### src/rtl/if_id_skid_reg.sv
// IF/ID stage register with a one-entry skid buffer and valid/ready handshake.
// Optional fetch-address exception flag compiled in with IF_ID_ADEL_CHECK_EN.
module if_id_skid_reg #(
  parameter logic [31:0] RESET_PC = 32'h0000_3000
) (
  input  logic        clk,
  input  logic        clr,
  input  logic        in_valid,
  output logic        in_ready,
  input  logic [31:0] in_instr,
  input  logic [31:0] in_pc,
  input  logic [31:0] in_pcplus,
  input  logic        flush,
  output logic        out_valid,
  input  logic        out_ready,
  output logic [31:0] out_instr,
  output logic [31:0] out_pc,
  output logic [31:0] out_pcplus,
  output logic        out_adel
);

  logic        skid_valid;
  logic [31:0] skid_instr;
  logic [31:0] skid_pc;
  logic [31:0] skid_pcplus;
  logic        accept;
  logic        drain;
  logic [31:0] load_instr;

  // Ready comes straight off the skid flop, so fetch never sees out_ready.
  assign in_ready = ~skid_valid;
  assign accept   = in_valid & in_ready;
  assign drain    = out_valid & out_ready;

`ifdef IF_ID_ADEL_CHECK_EN
  logic in_flag;
  logic main_adel;
  logic skid_adel;

  assign in_flag    = (in_pc[1:0] != 2'b00) | (in_pc < 32'h0000_3000) | (in_pc > 32'h0000_6FFC);
  assign load_instr = in_flag ? '0 : in_instr;
  assign out_adel   = main_adel;
`else
  assign load_instr = in_instr;
  assign out_adel   = 1'b0;
`endif

  always_ff @(posedge clk) begin
    if (clr || flush) begin
      out_valid   <= 1'b0;
      skid_valid  <= 1'b0;
      out_instr   <= '0;
      out_pc      <= RESET_PC;
      out_pcplus  <= RESET_PC + 32'd4;
      skid_instr  <= '0;
      skid_pc     <= '0;
      skid_pcplus <= '0;
`ifdef IF_ID_ADEL_CHECK_EN
      main_adel   <= 1'b0;
      skid_adel   <= 1'b0;
`endif
    end else if (skid_valid && (!out_valid || drain)) begin
      out_valid  <= 1'b1;
      skid_valid <= 1'b0;
      out_instr  <= skid_instr;
      out_pc     <= skid_pc;
      out_pcplus <= skid_pcplus;
`ifdef IF_ID_ADEL_CHECK_EN
      main_adel  <= skid_adel;
`endif
    end else if (accept && (!out_valid || drain)) begin
      out_valid  <= 1'b1;
      out_instr  <= load_instr;
      out_pc     <= in_pc;
      out_pcplus <= in_pcplus;
`ifdef IF_ID_ADEL_CHECK_EN
      main_adel  <= in_flag;
`endif
    end else if (accept && out_valid && !out_ready) begin
      skid_valid  <= 1'b1;
      skid_instr  <= load_instr;
      skid_pc     <= in_pc;
      skid_pcplus <= in_pcplus;
`ifdef IF_ID_ADEL_CHECK_EN
      skid_adel   <= in_flag;
`endif
    end else if (drain) begin
      // Data registers keep the last packet; only the valid bit drops.
      out_valid <= 1'b0;
    end
  end

endmodule
### config.mk
export PLATFORM = sky130hd
export DESIGN_NAME = if_id_skid_reg
export DESIGN_NICKNAME = d
export VERILOG_FILES = /design/src/rtl/if_id_skid_reg.sv
export SDC_FILE = /design/constraint.sdc
export NUM_CORES = 1
export LEC_CHECK = 0
export CAP_MARGIN = 0
export CORE_ASPECT_RATIO = 0.9
export CORE_MARGIN = 5
export CORE_UTILIZATION = 50
export CTS_BUF_LIST = sky130_fd_sc_hd__clkbuf_8
export DETAILED_ROUTE_END_ITERATION = 12
export GPL_TIMING_DRIVEN = 0
export PLACE_DENSITY = 0.88
export SLEW_MARGIN = 25
export SYNTH_ARGS = -nofsm -noshare
export SYNTH_HDL_FRONTEND = slang
export SYNTH_SLANG_ARGS = --single-unit
### constraint.sdc
create_clock -name clk -period 2.8 [get_ports clk]
set_input_delay 0.42 -clock clk [delete_from_list [all_inputs] [get_ports clk]]
set_output_delay 0.42 -clock clk [all_outputs]
set_load 0.02 [all_outputs]
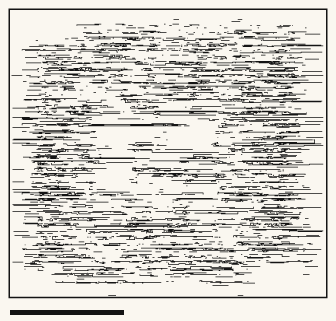
Fig. 1. Met1 routing (run 1).
Bar = 50 µm.
longest straight run: 40.5 µm
share of all routed wire: 44%

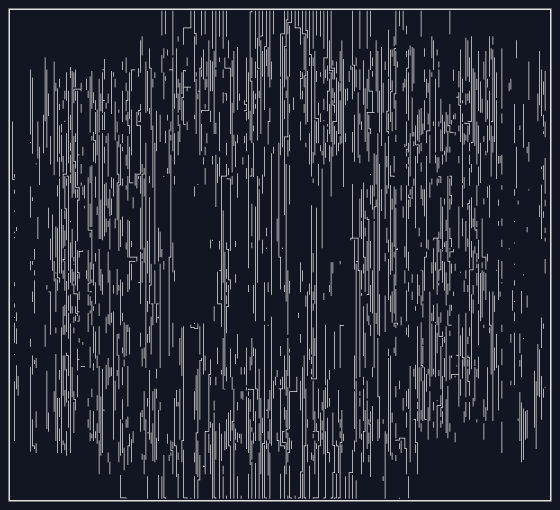
Fig. 2. M2 wires (run 1).
main direction: vertical
longest straight run: 57.5 µm
count of vias placed by the detailed router: 6352
total detailed-routing wirelength: 20.2 mm
Global Route met2 Usage: 0.377

==> commit_impl_results.txt, run 1 <==
Refresh implementation metrics

- The flow ran to the end, and the final reports show no timing, DRC or antenna violations.
- Clk_buf instances: 17
- The die covers 17300 µm².
* Most common library cells after synthesis: sky130_fd_sc_hd__nand2_1, sky130_fd_sc_hd__dfxtp_1, sky130_fd_sc_hd__a21oi_1
- Final Util: 0.685
* Per-instance average area after synthesis: 9.65 µm²
- For this design, the sink count on the clock tree is 194.
- In this run the critical register-to-register path is launched from skid_valid.
- Met1 routed wirelength after detailed routing: 8.85 mm
- Slowest cell on the critical path: sky130_fd_sc_hd__clkdlybuf4s50_1
- Master cell of the clock root buffer: sky130_fd_sc_hd__clkbuf_8
- Leakage component of the power: 3.24 nW
- Critical path's top delay family: buffers and inverters
* Type of element launching the critical path: flop
- Distinct cell type count after synthesis: 22
- The fraction of cell area in multi-input combinational cells is reported as 0.311.
* AO/OA Area Share: 0.186
- The launch point of the critical path was reported as skid_valid.
- Yosys printed 0 warnings.
- Share of cell area taken by flip-flops and latches: 0.388
- Hold is met by 0.376 ns.
* Number of placed instances, taps included: 1160
- Among all stages on the critical path, the maximum delay recorded is 0.54 ns.
* Post-cts hold buffer count: 0
- Routing resource usage on met1 recorded by global route was 0.288.
- The script logs the mean routed wire length per placed instance as 16.9 µm.
* Grt met3 use: 0.0741
- Most frequently used cell type in the post-synthesis netlist: sky130_fd_sc_hd__nand2_1
* Most common reg cell: sky130_fd_sc_hd__dfxtp_1
- Summing all multi-input logic gate instances after layout gives 3110 µm².
- Top cell excl fill/tap: sky130_fd_sc_hd__nand2_1
- The clock network power reported by the tool is 1.84 mW.
* Max Clock Skew: 0.0147 ns
- The share of total power dissipated in sequential elements is 0.543.
- The pin closest to its max-slew limit shows a slew of 0.742 ns.
* Crit path time final: 2.58 ns
- For this run, the register share of the synthesized area comes to 0.526.
- Routability-driven placement finished with a final weighted congestion of 0.810.
- EDFF count, synth: 0
- Critical path capture point type: output port
- The cell-mix breakdown from Yosys lists the XOR/XNOR area share as 0.
- The synth_stat.txt file lists the number of cells as 765.
* Count of buffers inserted at the top-level ports: 197
- Number of I/O pins: 200
- Die Ht: 125 µm
* Number of nets at floorplan: 866
- Top cells by area: sky130_fd_sc_hd__dfxtp_1, sky130_fd_sc_hd__mux2i_1, sky130_fd_sc_hd__o2bb2ai_1
- The flow reported a cell area power density of 524 nW/µm².
- Global-route wire length before repair: 32.5 mm
- Yosys reports a chip area of 7380 µm².
- Post-synthesis async set-or-reset flop share: 0
- The highest clock rate this design can be run at is 387 MHz.
- At the later pin of the worst-skew pair, clock insertion delay measures 0.47 ns.
* First-pass DRT Iterations: 7
- Combinational group power: 0.550 mW
* Number of antenna repair diodes: 0
- At the floorplan stage, the core utilization is reported as 0.505.
- Hold Violations, Final: 0
- Number of buffers added for setup after CTS: 0
* Worst path depth: 5
- Num sequential: 194
* Dominant kind of combinational cell: AND-OR/OR-AND gates
- Combinational gates: 502
* Total setup violations reported at the end of the flow: 0
- Measured on the final layout, the clock distribution area share stands at 0.0404.
* Hold path startpoint: in_valid
* Post-placement setup slack: 0.330 ns
- The dominant power group in this design is sequential cells.
- The data required time reported for the critical path is 2.38 ns.
* Critical R2R Capture: skid_instr[25]
- FILL cells: 1177
* Buffers from clock root to sink, at most: 2
- Highest routed metal layer: met4
- The share of synthesized area in the top cell type comes to 0.526.
* Cell class ranked first by area: sequential cells
- The via count of the first global-routing pass came to 6321.
- In this run the register-to-register setup slack is 1.11 ns.
- The fraction of final cell area spent on non-clock buffers in this run is 0.236.
- Overall track demand over capacity in global routing: 0.228
- Post-layout period usage: 0.923
* End point of the critical path: in_ready
- Post-synth design cell area: 7380 µm²
- Of the cells placed in the final design, the portion with a size suffix greater than 1 is 0.0835.
- Sw Share: 0.266
- For this run the aggregate overflow at the end of global routing stands at 0.
* Inverters: 1
- The cell-mix breakdown from Yosys lists the simple-gate area share as 0.111.
- Area share of fa/ha/maj cells after synthesis: 0
- Counting every instance in the synthesized netlist gives 765.
- The H-tree was split into 4 levels.
* Initial antenna violation count: 0
- The power report attributes to the combinational group a share of 0.105.
- Final WS setup: 0.216 ns
- After legalization and detailed placement, the total HPWL measured 14.2 mm.
- Clock-pin slew was measured on the worst setup and hold paths at 0.10 ns.
- Sequential Area: 3880 µm²
- Pin count of the biggest net entering global routing: 20
- Number of standard cells in the layout, taps in and fillers out: 1192
* Destination of the worst hold path: skid_valid
* Tool warnings: 26
- Buffers inserted during clock tree synthesis total 17.
* Setup repair after global routing missed its margin: no
- In the routed design, unresolved DRC markers number 0.
- Per report_power, the Sequential row totals 2.85 mW.
- In this run the tightest slew margin relative to its limit is 0.505.
- For reference, the most critical setup path is categorized as reg2out.
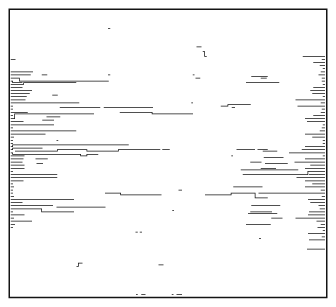
Fig. 3. Met3 routing (run 1).
nets with wire on the layer: 142
longest straight run: 50.6 µm
wire length on this layer: 1360 µm

==> run 2: changes to the inputs <==
--- a/config.mk
+++ b/config.mk
@@ -6,10 +6,11 @@
 export NUM_CORES = 1
 export LEC_CHECK = 0
 export CAP_MARGIN = 0
-export CORE_ASPECT_RATIO = 0.9
+export CORE_ASPECT_RATIO = 2
 export CORE_MARGIN = 5
 export CORE_UTILIZATION = 50
 export CTS_BUF_LIST = sky130_fd_sc_hd__clkbuf_8
+export CTS_CLUSTER_SIZE = 28
 export DETAILED_ROUTE_END_ITERATION = 12
 export GPL_TIMING_DRIVEN = 0
 export PLACE_DENSITY = 0.88
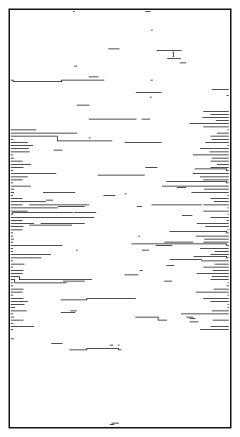
Fig. 4. Met3 routing (run 2).
wire length on this layer: 1650 µm
share of all routed wire: 8.5%
longest straight run: 41.4 µm
nets with wire on the layer: 175
main direction: horizontal

==> commit_impl_results.txt, run 2 <==
Refresh implementation metrics

- The starting utilization of the core area came to 0.504 (-0.00181).
- Number of placed instances, taps included: 1157 (-0.26%)
- Combinational group power: 0.543 mW (-1%)
* Transition time at the pin with the least slew margin: 0.789 ns (+0.0470 ns)
- The worst stage delay on the critical path was 0.54 ns (about the same).
- The share of synthesized area occupied by flip-flops and latches is 0.526 (unchanged).
- Inverters: 1 (unchanged)
- Number of buffers added for setup after CTS: 0 (unchanged)
- Number of cells in Yosys stat: 765 (unchanged)
* Number of antenna repair diodes: 0 (unchanged)
- The relative area of non-clock buffer cells in the final design was 0.236 (+0.000826).
- The worst setup path is captured at an output port.
- Num sequential: 194 (unchanged)
- The utilization after layout is 0.680 (-0.00485).
- The area of the multi-input gates is 3110 µm² (unchanged).
- The final hold violation count was 0 (unchanged).
- Post-placement setup slack: 0.363 ns (+0.0334 ns)
* Post-route DRC violation count: 0 (unchanged)
* AO/OA Area Share: 0.186 (unchanged)
- Area of the synthesized netlist per yosys stat: 7380 µm² (unchanged)
* Initial antenna violation count: 1 (+1)
* Type of element launching the critical path: flop
- The number of buffer cells added on primary ports was 197 (unchanged).
* Global Route met2 Usage: 0.358 (-0.0185)
* H-tree Lvls: 4 (unchanged)
- The maximum number of pins on one net before global-route repair is 17 (-15%).
- The die footprint was 17400 µm² (+0.84%).
- The height of the die was 182 µm (+45%).
* Top cell excl fill/tap: sky130_fd_sc_hd__nand2_1
- The sequential share of cell area is 0.389 (+0.00136).
- The number of multi-input logic gates was 502 (unchanged).
- Critical R2R Capture: out_instr[16]
- Simple-gate portion of the synthesized area: 0.111 (unchanged)
* Post-synthesis async set-or-reset flop share: 0 (unchanged)
* Total clock sinks: 194 (unchanged)
- Proportion of power drawn by combinational gates: 0.107 (+0.002)
* Post-layout period usage: 0.911 (-0.0115)
* Comb/total area: 0.312 (+0.00109)
- The routed via count was 6340 (-0.19%).
- The synthesis stats list as the most numerous cell sky130_fd_sc_hd__nand2_1.
- The post-synthesis instance area came to 7380 µm² (unchanged).
- Worst setup startpoint: skid_valid
- Broken down by cell family, the worst path's largest delay share belongs to buffers and inverters.
- Grt met3 use: 0.0638 (-0.0102)
- The register share of total power came to 0.559 (+0.016).
- The number of setup violations in the final report is 0 (unchanged).
- The worst endpoint required time came to 2.38 ns (about the same).
- Destination of the worst hold path: skid_valid
- The total area of sequential cells is 3880 µm² (unchanged).
* Setup repair after global routing missed its margin: no
- The tool warning count came to 26 (unchanged).
* Dominant kind of combinational cell: AND-OR/OR-AND gates
- Worst path depth: 5 (unchanged)
- The met1 wire length came to 8.29 mm (-6.4%).
* Overall track demand over capacity in global routing: 0.223 (-0.00492)
- Ranked by power, first place goes to sequential cells.
- The flow ran to the end, and the final reports show no timing, DRC or antenna violations.
- Most common reg cell: sky130_fd_sc_hd__dfxtp_1
* Leakage component of the power: 3.22 nW (-0.70%)
* Clk_buf instances: 19 (+2)
- Distinct cell type count after synthesis: 22 (unchanged)
* Most common library cells after synthesis: sky130_fd_sc_hd__nand2_1, sky130_fd_sc_hd__dfxtp_1, sky130_fd_sc_hd__a21oi_1
- Post-cts hold buffer count: 0 (unchanged)
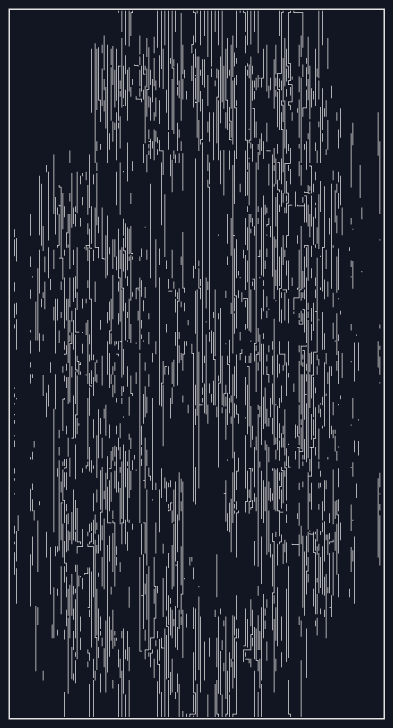
Fig. 5. M2 wires (run 2).
main direction: vertical
nets with wire on the layer: 948

Power figures rest on the tool's default switching activity, not on a simulated workload.
